Fig. 1: cell placement
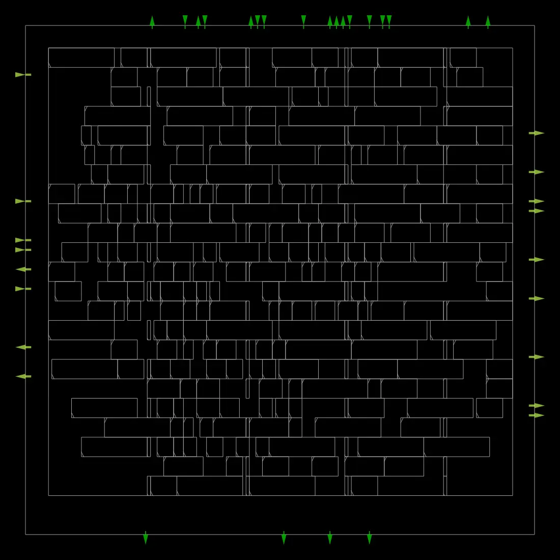
Fig. 2: signal wires on met2
Cells faint in the background.
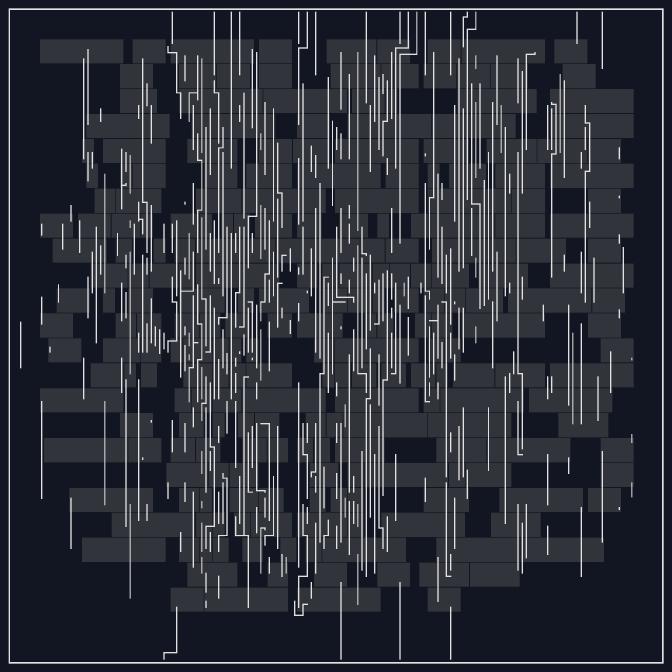
Fig. 3: cells coloured by class
The bar under the picture is 20 um long.
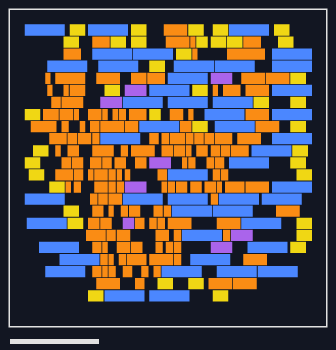
--- config.mk ---
export PLATFORM = sky130hd
export DESIGN_NAME = map_serial_loader
export DESIGN_NICKNAME = d
export VERILOG_FILES = /design/src/rtl/map_serial_loader_pkg.sv /design/src/rtl/map_serial_loader_byte_skid.sv /design/src/rtl/map_serial_loader.sv
export SDC_FILE = /design/constraint.sdc
export NUM_CORES = 1
export LEC_CHECK = 0
export CORE_MARGIN = 3
export CORE_UTILIZATION = 57
export DETAILED_ROUTE_END_ITERATION = 8
export GPL_TIMING_DRIVEN = 1
export PLACE_DENSITY = 0.84
export SETUP_SLACK_MARGIN = 0.2
export SLEW_MARGIN = 20
export SYNTH_ARGS = -nofsm -noshare
export SYNTH_HDL_FRONTEND = slang
export SYNTH_HIERARCHICAL = 1
export SYNTH_SLANG_ARGS = --single-unit
export TNS_END_PERCENT = 30
--- constraint.sdc ---
create_clock -name px_clk -period 3.7 [get_ports px_clk]
set_input_delay 0.925 -clock px_clk [delete_from_list [all_inputs] [get_ports px_clk]]
set_output_delay 0.925 -clock px_clk [all_outputs]
set_load 0.005 [all_outputs]
--- src/rtl/map_serial_loader_pkg.sv ---
// Shared serial map format constants, used by the editor dump and by the loader.
package map_serial_loader_pkg;

    localparam int unsigned MAP_COLS = 40;
    localparam int unsigned MAP_ROWS = 30;
    localparam int unsigned COORD_W  = 6;
    localparam logic [7:0]  SER_EOL  = 8'd13;

    typedef enum logic [1:0] {
        StIdle,
        StWaitByte,
        StWrite,
        StDone
    } loader_state_e;

endpackage

--- src/rtl/map_serial_loader_byte_skid.sv ---
// One-entry byte buffer between the UART receiver and the loader FSM.
module map_serial_loader_byte_skid (
    input  logic       clk,
    input  logic       rst,
    input  logic       flush,
    input  logic       wr,
    input  logic [7:0] wdata,
    input  logic       rd,
    output logic       valid,
    output logic [7:0] rdata,
    output logic       ovf
);

    // A byte arriving in the same cycle the entry is consumed refills it.
    assign ovf = wr && valid && !rd && !flush;

    always_ff @(posedge clk or posedge rst) begin
        if (rst) begin
            valid <= 1'b0;
            rdata <= 8'd0;
        end else if (flush) begin
            valid <= 1'b0;
        end else if (wr && (!valid || rd)) begin
            valid <= 1'b1;
            rdata <= wdata;
        end else if (rd) begin
            valid <= 1'b0;
        end
    end

endmodule

--- src/rtl/map_serial_loader.sv ---
// Loads a row-by-row serial map dump (EOL-terminated rows) into the game-map RAM.
module map_serial_loader
    import map_serial_loader_pkg::*;
#(
    parameter int unsigned COLS = MAP_COLS,
    parameter int unsigned ROWS = MAP_ROWS,
    parameter logic [7:0]  EOL  = SER_EOL
) (
    input  logic               px_clk,
    input  logic               rst,
    input  logic               load,
    input  logic               abort,
    input  logic [7:0]         rx_data,
    input  logic               rx_valid,
    input  logic               map_busy,
    output logic               update,
    output logic [COORD_W-1:0] posx,
    output logic [COORD_W-1:0] posy,
    output logic [7:0]         sprite,
    output logic               loading,
    output logic               done,
    output logic               fmt_err
);

    localparam logic [COORD_W-1:0] COLS_C = COORD_W'(COLS);
    localparam logic [COORD_W-1:0] ROWS_C = COORD_W'(ROWS);

    loader_state_e      state;
    logic [COORD_W-1:0] col;
    logic [COORD_W-1:0] row;
    logic [COORD_W-1:0] row_nxt;
    logic               buf_valid;
    logic [7:0]         buf_data;
    logic               buf_ovf;
    logic               buf_rd;
    logic               buf_wr;
    logic               buf_flush;

    assign row_nxt   = row + 1'b1;
    assign buf_rd    = (state == StWaitByte) && buf_valid;
    assign buf_wr    = rx_valid && (state != StIdle);
    assign buf_flush = load || abort;

    map_serial_loader_byte_skid u_byte_skid (
        .clk   (px_clk),
        .rst   (rst),
        .flush (buf_flush),
        .wr    (buf_wr),
        .wdata (rx_data),
        .rd    (buf_rd),
        .valid (buf_valid),
        .rdata (buf_data),
        .ovf   (buf_ovf)
    );

    always_ff @(posedge px_clk or posedge rst) begin
        if (rst) begin
            state   <= StIdle;
            col     <= '0;
            row     <= '0;
            update  <= 1'b0;
            posx    <= '0;
            posy    <= '0;
            sprite  <= 8'd0;
            loading <= 1'b0;
            done    <= 1'b0;
            fmt_err <= 1'b0;
        end else begin
            done <= 1'b0;
            if (abort && (state != StIdle)) begin
                state   <= StIdle;
                update  <= 1'b0;
                loading <= 1'b0;
            end else if (load && !abort) begin
                state   <= StWaitByte;
                col     <= '0;
                row     <= '0;
                update  <= 1'b0;
                loading <= 1'b1;
                fmt_err <= 1'b0;
            end else begin
                if (buf_ovf) begin
                    fmt_err <= 1'b1;
                end
                unique case (state)
                    StIdle: ;
                    StWaitByte: begin
                        if (buf_valid) begin
                            if (buf_data == EOL) begin
                                col <= '0;
                                row <= row_nxt;
                                if (row_nxt == ROWS_C) begin
                                    state   <= StDone;
                                    done    <= 1'b1;
                                    loading <= 1'b0;
                                end
                            end else if (col < COLS_C) begin
                                posx   <= col;
                                posy   <= row;
                                sprite <= buf_data;
                                update <= 1'b1;
                                state  <= StWrite;
                            end else begin
                                // Row overrun: byte dropped, row stays open until EOL.
                                fmt_err <= 1'b1;
                            end
                        end
                    end
                    StWrite: begin
                        if (!map_busy) begin
                            update <= 1'b0;
                            col    <= col + 1'b1;
                            state  <= StWaitByte;
                        end
                    end
                    StDone:  state <= StIdle;
                    default: state <= StIdle;
                endcase
            end
        end
    end

endmodule
==> writeup.txt <==
Wire segments on met3 add up to 205 um in the final route. The clock network is responsible for 21.0% of the overall power. The routed design has 4841 um of wire. The worst hold slack is 0.5029 ns. Summing the areas of all xor and xnor instances in the mapped netlist gives 0.3621% of the synthesized area. In the layout the tool counted multi-input logic cells amounting to 141. Across all layers, the routed design uses 1720 vias. The plain and repair buffers instantiated in the layout total 39.

In the per-layer summary, the met1 wirelength comes to 2147 um. The run gives 0 as the max-capacitance violation count. The critical path endpoint category was a register. At the floorplan stage, the core utilization is reported as 59.61%. The post-synthesis area per instance works out to 11.97 um^2. In the routed design, unresolved DRC markers number 0. The design received a total of 50 well taps at floorplan.

The run finished with clean final reports. TritonCTS built the clock tree. The critical path class is in -> reg. In this run, post-CTS repair resized a total of 0 instances.

After clock tree synthesis, the setup repair step added 0 buffers. Derived from the worst setup path, the maximum achievable clock frequency is 0.3615 GHz. Counting the warning lines in the Yosys log gives 6.

The number of vias per cell works out to 5.911. Per the synth stats, the proportion of register bits with asynchronous set or reset is 100.0%. The slowest cell on the critical path is or4b_4.

The met1 usage in global routing came out at 28.78%. Most crowded layer after global routing: met2. The number of buffers created by CTS was 5; the critical path buffer and inverter count was 1.

The area taken by multi-input combinational cells is reported as 1160 um^2. The setup slack of the critical path after layout is 0.9340 ns. The global-route met3 utilization was 3.977%; the worst hold path depth was 1.

The violation tally recorded at the end of detailed-routing iteration 0 is 107. Clock buffers in the final layout number 7. The min-delay analysis places its worst path in the category reg -> reg. Number of instances in the synthesized netlist: 202.

Of the combinational cells, the family taking the most area is simple AND/OR/NAND/NOR gates. The die is 71.14 um wide. With the area of the synthesized netlist per yosys stat at 2419 um^2, the post-synthesis to final-layout area growth is 20.33%. With the simple-gate share of the synthesized area at 17.02%, the number of slew-limit violations in the final report is 0. The run gives 39.85% for the share of cell area taken by multi-input logic gates.
About Fig. 1:
std cell rows: 23
final cell count without fillers: 291
number of fillers in the final layout: 288
area of the core: 4058 um^2
fraction of standard cell area that is sequential: 40.41%

About Fig. 2:
longest straight run: 24.1 um
share of all routed wire: 50%
nets with wire on the layer: 226
main direction: vertical
wire length on this layer: 2420 um

About Fig. 3:
legend:
  registers:
    colour: blue
    cells: 47
  remaining buffers and delay cells:
    colour: yellow
    cells: 39
  remaining logic cells:
    colour: orange
    cells: 147
  clock drivers and dummy loads:
    colour: purple
    cells: 8

==> power by group through the flow <==
stage | combinational (mW) | sequential (mW) | clock, mW
finish | 0.522 | 0.762 | 0.341
floorplan | 0.362 | 0.727 | 0
detailed placement | 0.520 | 0.769 | 0
global route | 0.568 | 0.780 | 0.371
CTS | 0.524 | 0.761 | 0.350
global placement | 0.505 | 0.764 | 0
==> state kept, by name (all words and copies together) (netlist names), 2 cells and up <==
name,flops
row,6
state,2
sprite,8
posy,6
u_byte_skid/rdata,8
posx,6
col,6
==> cells by family (layout without fill, tap and decap cells) <==
group / after synthesis / after routing
AND-OR/OR-AND: 45 / 45
XOR/XNOR: 1 / 1
adder cells (fa/ha/maj): 3 / 3
buffers and inverters: 14 / 53
flip-flops: 47 / 47
multiplexers: 29 / 29
AND/OR/NAND/NOR: 63 / 63
Power and IR drop assume default switching activity.
